==> images/m1.png <==
Supply wires on this layer in grey.
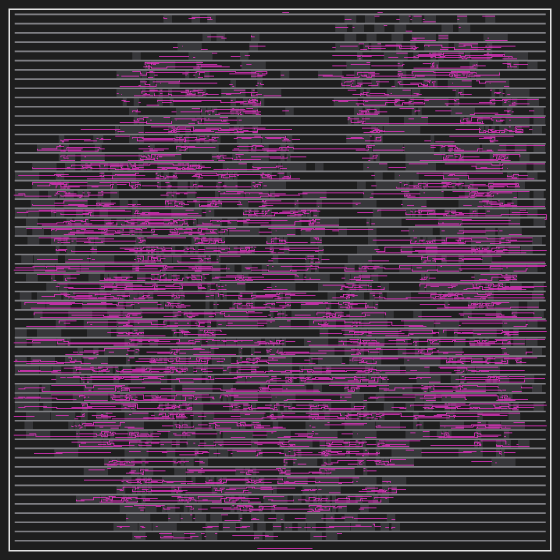
==> images/port_trees.png <==
The bar under the picture is 50 um long.
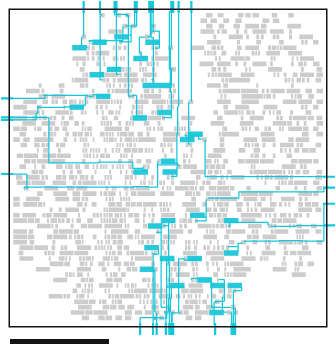
==> images/pinout.png <==
The bar under the picture is 50 um long. Pins as bars across the die edge, other pins in grey.
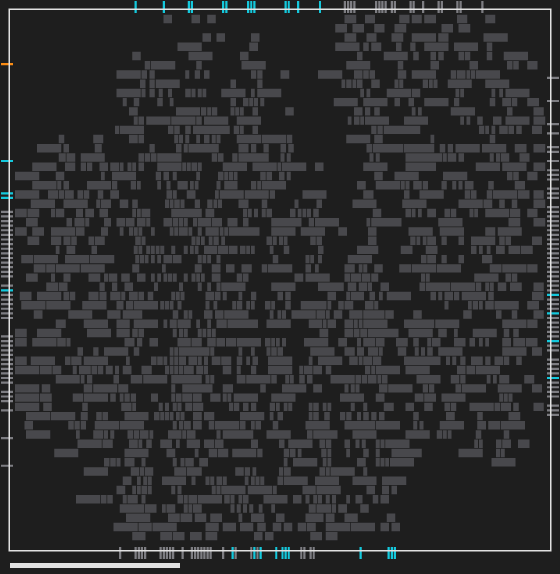
===== config.mk =====
export PLATFORM = sky130hd
export DESIGN_NAME = inst_fetch_unit
export DESIGN_NICKNAME = d
export VERILOG_FILES = /design/src/rtl/inst_fetch_unit_pkg.sv /design/src/rtl/inst_fetch_unit_ifid_reg.sv /design/src/rtl/inst_fetch_unit.sv
export SDC_FILE = /design/constraint.sdc
export NUM_CORES = 1
export LEC_CHECK = 0
export ABC_AREA = 1
export CORE_UTILIZATION = 30
export DETAILED_ROUTE_END_ITERATION = 8
export GPL_ROUTABILITY_DRIVEN = 0
export PLACE_DENSITY = 0.52
export SYNTH_ARGS = -nofsm -noshare
export SYNTH_HDL_FRONTEND = slang
export SYNTH_SLANG_ARGS = --single-unit
export TNS_END_PERCENT = 20

===== constraint.sdc =====
create_clock -name clk -period 1.8 [get_ports clk]
set_input_delay 0.27 -clock clk [delete_from_list [all_inputs] [get_ports clk]]
set_output_delay 0.27 -clock clk [all_outputs]
set_load 0.05 [all_outputs]

===== src/rtl/inst_fetch_unit_pkg.sv =====
// Shared types and constants for the instruction fetch unit.
// Holds the fetch state encoding, the NOP word and the architectural reset PC.
package inst_fetch_unit_pkg;

    typedef enum logic [1:0] {
        ST_FETCH = 2'd0,
        ST_DROP  = 2'd1,
        ST_HOLD  = 2'd2
    } state_e;

    localparam logic [31:0] NOP_INSTR_C    = 32'h0000_0000;
    localparam logic [31:0] RESET_VECTOR_C = 32'h0040_0000;

    function automatic logic [31:0] pc_plus4(input logic [31:0] pc);
        return pc + 32'd4;
    endfunction

endpackage


===== src/rtl/inst_fetch_unit_ifid_reg.sv =====
// IF/ID pipeline register: load a new entry, hold it, or clear it to an invalid NOP.
// Clear takes priority over load.
module inst_fetch_unit_ifid_reg
    import inst_fetch_unit_pkg::*;
#(
    parameter logic [31:0] NOP_INSTR = NOP_INSTR_C
) (
    input  logic        clk,
    input  logic        rst_n,
    input  logic        load,
    input  logic        clear,
    input  logic [31:0] in_pc_plus4,
    input  logic [31:0] in_instr,
    input  logic        in_adel,
    output logic        valid,
    output logic [31:0] pc_plus4_out,
    output logic [31:0] instr,
    output logic        adel
);

    logic        valid_q, valid_d;
    logic [31:0] pc4_q, pc4_d;
    logic [31:0] instr_q, instr_d;
    logic        adel_q, adel_d;

    // Next-entry selection: clear, load or hold.
    always_comb begin
        valid_d = valid_q;
        pc4_d   = pc4_q;
        instr_d = instr_q;
        adel_d  = adel_q;
        if (clear) begin
            valid_d = 1'b0;
            instr_d = NOP_INSTR;
            adel_d  = 1'b0;
        end else if (load) begin
            valid_d = 1'b1;
            pc4_d   = in_pc_plus4;
            instr_d = in_instr;
            adel_d  = in_adel;
        end else begin
            valid_d = valid_q;
        end
    end

    // Register state with synchronous active-low reset.
    always_ff @(posedge clk) begin
        if (!rst_n) begin
            valid_q <= 1'b0;
            pc4_q   <= 32'h0000_0000;
            instr_q <= NOP_INSTR;
            adel_q  <= 1'b0;
        end else begin
            valid_q <= valid_d;
            pc4_q   <= pc4_d;
            instr_q <= instr_d;
            adel_q  <= adel_d;
        end
    end

    assign valid        = valid_q;
    assign pc_plus4_out = pc4_q;
    assign instr        = instr_q;
    assign adel         = adel_q;

endmodule


===== src/rtl/inst_fetch_unit.sv =====
// IF stage: fetches the instruction at pc_in over a variable-latency handshake and
// fills IF/ID, absorbing ID stalls (HOLD buffer) and flushes (DROP of an unfinished request).
module inst_fetch_unit
    import inst_fetch_unit_pkg::*;
#(
    parameter logic [31:0] NOP_INSTR = NOP_INSTR_C
) (
    input  logic        clk,
    input  logic        rst_n,
    input  logic [31:0] pc_in,
    input  logic        stall,
    input  logic        flush,
    output logic        imem_req,
    output logic [31:0] imem_addr,
    input  logic        imem_ready,
    input  logic [31:0] imem_rdata,
    output logic        pc_advance,
    output logic [31:0] ifid_pc_plus4,
    output logic [31:0] ifid_instr,
    output logic        ifid_valid,
    output logic        ifid_adel
);

    state_e      state_q, state_d;
    logic [31:0] drop_addr_q, drop_addr_d;
    logic [31:0] buf_pc4_q, buf_pc4_d;
    logic [31:0] buf_instr_q, buf_instr_d;

    logic        ld_s, clr_s, ld_adel_s;
    logic [31:0] ld_pc4_s, ld_instr_s;

    // Fetch control: request generation, PC advance and IF/ID load/clear decisions.
    always_comb begin
        state_d     = state_q;
        drop_addr_d = drop_addr_q;
        buf_pc4_d   = buf_pc4_q;
        buf_instr_d = buf_instr_q;
        imem_req    = 1'b0;
        imem_addr   = pc_in;
        pc_advance  = 1'b0;
        ld_s        = 1'b0;
        clr_s       = 1'b0;
        ld_pc4_s    = pc_plus4(pc_in);
        ld_instr_s  = imem_rdata;
        ld_adel_s   = 1'b0;
        if (!rst_n) begin
            state_d     = ST_FETCH;
            drop_addr_d = 32'h0000_0000;
            buf_pc4_d   = 32'h0000_0000;
            buf_instr_d = NOP_INSTR;
        end else begin
            case (state_q)
                ST_FETCH: begin
                    if (pc_in[1:0] == 2'b00) begin
                        imem_req = 1'b1;
                        if (flush) begin
                            clr_s = 1'b1;
                            if (imem_ready) begin
                                state_d = ST_FETCH;
                            end else begin
                                drop_addr_d = pc_in;
                                state_d     = ST_DROP;
                            end
                        end else if (imem_ready && stall) begin
                            buf_pc4_d   = pc_plus4(pc_in);
                            buf_instr_d = imem_rdata;
                            state_d     = ST_HOLD;
                        end else if (imem_ready) begin
                            ld_s       = 1'b1;
                            pc_advance = 1'b1;
                        end else begin
                            state_d = ST_FETCH;
                        end
                    end else begin
                        // Misaligned PC completes immediately as a NOP tagged with adel.
                        ld_instr_s = NOP_INSTR;
                        ld_adel_s  = 1'b1;
                        if (flush) begin
                            clr_s = 1'b1;
                        end else if (!stall) begin
                            ld_s       = 1'b1;
                            pc_advance = 1'b1;
                        end else begin
                            ld_s = 1'b0;
                        end
                    end
                end
                ST_DROP: begin
                    imem_req  = 1'b1;
                    imem_addr = drop_addr_q;
                    clr_s     = flush;
                    if (imem_ready) begin
                        state_d = ST_FETCH;
                    end else begin
                        state_d = ST_DROP;
                    end
                end
                ST_HOLD: begin
                    ld_pc4_s   = buf_pc4_q;
                    ld_instr_s = buf_instr_q;
                    if (flush) begin
                        clr_s   = 1'b1;
                        state_d = ST_FETCH;
                    end else if (!stall) begin
                        ld_s       = 1'b1;
                        pc_advance = 1'b1;
                        state_d    = ST_FETCH;
                    end else begin
                        state_d = ST_HOLD;
                    end
                end
                default: begin
                    state_d = ST_FETCH;
                end
            endcase
        end
    end

    // State, drop address and stall buffer registers.
    always_ff @(posedge clk) begin
        if (!rst_n) begin
            state_q     <= ST_FETCH;
            drop_addr_q <= 32'h0000_0000;
            buf_pc4_q   <= 32'h0000_0000;
            buf_instr_q <= NOP_INSTR;
        end else begin
            state_q     <= state_d;
            drop_addr_q <= drop_addr_d;
            buf_pc4_q   <= buf_pc4_d;
            buf_instr_q <= buf_instr_d;
        end
    end

    inst_fetch_unit_ifid_reg #(
        .NOP_INSTR(NOP_INSTR)
    ) u_ifid_reg (
        .clk         (clk),
        .rst_n       (rst_n),
        .load        (ld_s),
        .clear       (clr_s),
        .in_pc_plus4 (ld_pc4_s),
        .in_instr    (ld_instr_s),
        .in_adel     (ld_adel_s),
        .valid       (ifid_valid),
        .pc_plus4_out(ifid_pc_plus4),
        .instr       (ifid_instr),
        .adel        (ifid_adel)
    );

endmodule


==> run_results.csv <==
group,metric,value,unit
run_status,status,"finished with violations",
run_status,failed_checks,"negative setup slack",
final_timing,layout_setup_ws,-0.254,ns
synthesis,edf_count,0,
final_timing,max_slew_margin,66.1,%
power,p_int,6810,uW
layout,num_antenna_cells,0,
layout,final_cells,1608,
power,finalPower,9540,uW
clock_network,insertion_delay,0.42,ns
synthesis,avgSynthCellArea,7.16,um2
synthesis,synth-async-reset-ratio,0,%
layout,fin_util,45.9,%
power,pg_seq,3830,uW
worst_setup_path,critPathArrivalTime,1.78,ns
final_timing,worst_pin_slew,0.510,ns
layout,nNetsFinal,1341,
drt,drt-pass1-iter-count,5,
worst_setup_path,cp_cell_sequence,"inv_2 -> nor2_1 -> inv_1 -> nor2_4 -> buf_12 -> buf_12 -> nand2_1 -> o21ai_1 -> buf_4 -> buf_12",
final_timing,finalCritPeriodShare,114,%
final_timing,fin_crit,2.05,ns
worst_setup_path,cp_slowest_cell,"dfxtp_2",
clock_network,hold_buffers,0,
drt,drc,0,
grt,grt_max_degree,40,
synthesis,top_area_share,44.4,%
synthesis,ys.flops,164,
worst_setup_path,r2r.worst_path.cells,9,
final_timing,setup_violations,33,
worst_setup_path,path_common_cell,"buf_12",
job,max_cap_violations,0,
power,p_leak,0.00499,uW
worst_setup_path,critical_path.max_fanout,12,
power,vdd_drop_max,0.000551,V
clock_network,cts_sinks,164,
grt,grt_pass1_vias,7102,
power,pwr-share-comb,17.8,%
worst_setup_path,required,1.53,ns
drt,drt.antenna.violating_nets,0,
power,clock_power_share,42.0,%
final_timing,fmax,487,MHz
power,comb_power,1700,uW
power,p_per_area,858,nW/um2
-- m1.png (at the start) --
The layer holds 48% of the routed length. 1211 nets have wire on it. The layer carries 12000 um of wire.
Vias: 7643
final WL: 25100 um

-- port_trees.png (at the start) --
Key: cyan = ifid_pc_plus4 [direction output, edge 13 top, 11 bottom, 4 right, 4 left, end cells 32, buffers 32, wire 1630 um]
PortBufs: 168
# IOs: 169

-- pinout.png (at the start) --
Key: cyan = ifid_pc_plus4 [pins 32, direction output, edge 13 top, 11 bottom, 4 right, 4 left]; orange = clk [pins 1, direction input, edge left]
die y size: 159 um
Die X-Extent: 159 um

metal layers:
metal | vias up | share of wire, % | track usage (%) | wire length (um)
met5 | - | 0 | 0 | 0
met4 | 0 | 1.3 | 5.64 | 330
met3 | 23 | 4.7 | 3.93 | 1170
li1 | 3885 | - | - | -
met2 | 187 | 46 | 31.2 | 11600
met1 | 3548 | 48 | 27.1 | 12000
what timing repair did:
item                                    4_1_cts  5_1_grt
gates resized                                64       30
endpoints found under the setup margin       65       34
pin swaps                                     0        0
cloned                                        0        1
buffers inserted                              1        5
cells by family (layout without fill, tap and decap cells):
kind of cell / Yosys count / count (layout) / synth area share [%]
simple gates: 380 / 380 / 21.2
compound gates: 337 / 337 / 24.3
flops: 164 / 164 / 44.4
buf+inv: 137 / 387 / 8.25
xor+xnor: 15 / 15 / 1.78
fa+ha+maj: 1 / 1 / 0.169
state kept, by name, indices dropped and copies added (netlist names):
name,count
u_ifid_reg.valid,1
buf_instr_q,32
buf_pc4_q,32
drop_addr_q,32
u_ifid_reg.instr,32
state_q,2
u_ifid_reg.adel,1
u_ifid_reg.pc_plus4_out,32
layout make-up:
class,count,area [um2]
Timing Repair Buffer,284,2850
Clock buffer,17,425
Inverter,71,272
Multi-Input combinational cell,733,3670
Tap cell,324,405
Clock inverter,15,214
Fill cell,2470,13100
Sequential cell,164,3290
final timing paths:
| path | from | to | slack, ns |
|---|---|---|---|
| setup / recovery | state_q[0]$_SDFFE_PN0P_ | imem_addr[5] | -0.25 |
| hold / removal | rst_n | drop_addr_q[0]$_SDFFE_PN0P_ | 0.30 |
| hold reg to reg | buf_pc4_q[1]$_SDFFE_PN0P_ | buf_pc4_q[1]$_SDFFE_PN0P_ | 0.44 |
| setup reg to reg | state_q[1]$_SDFFE_PN0P_ | buf_instr_q[15]$_SDFFE_PN0P_ | 0.27 |
Power figures rest on the tool's default switching activity, not on a simulated workload.
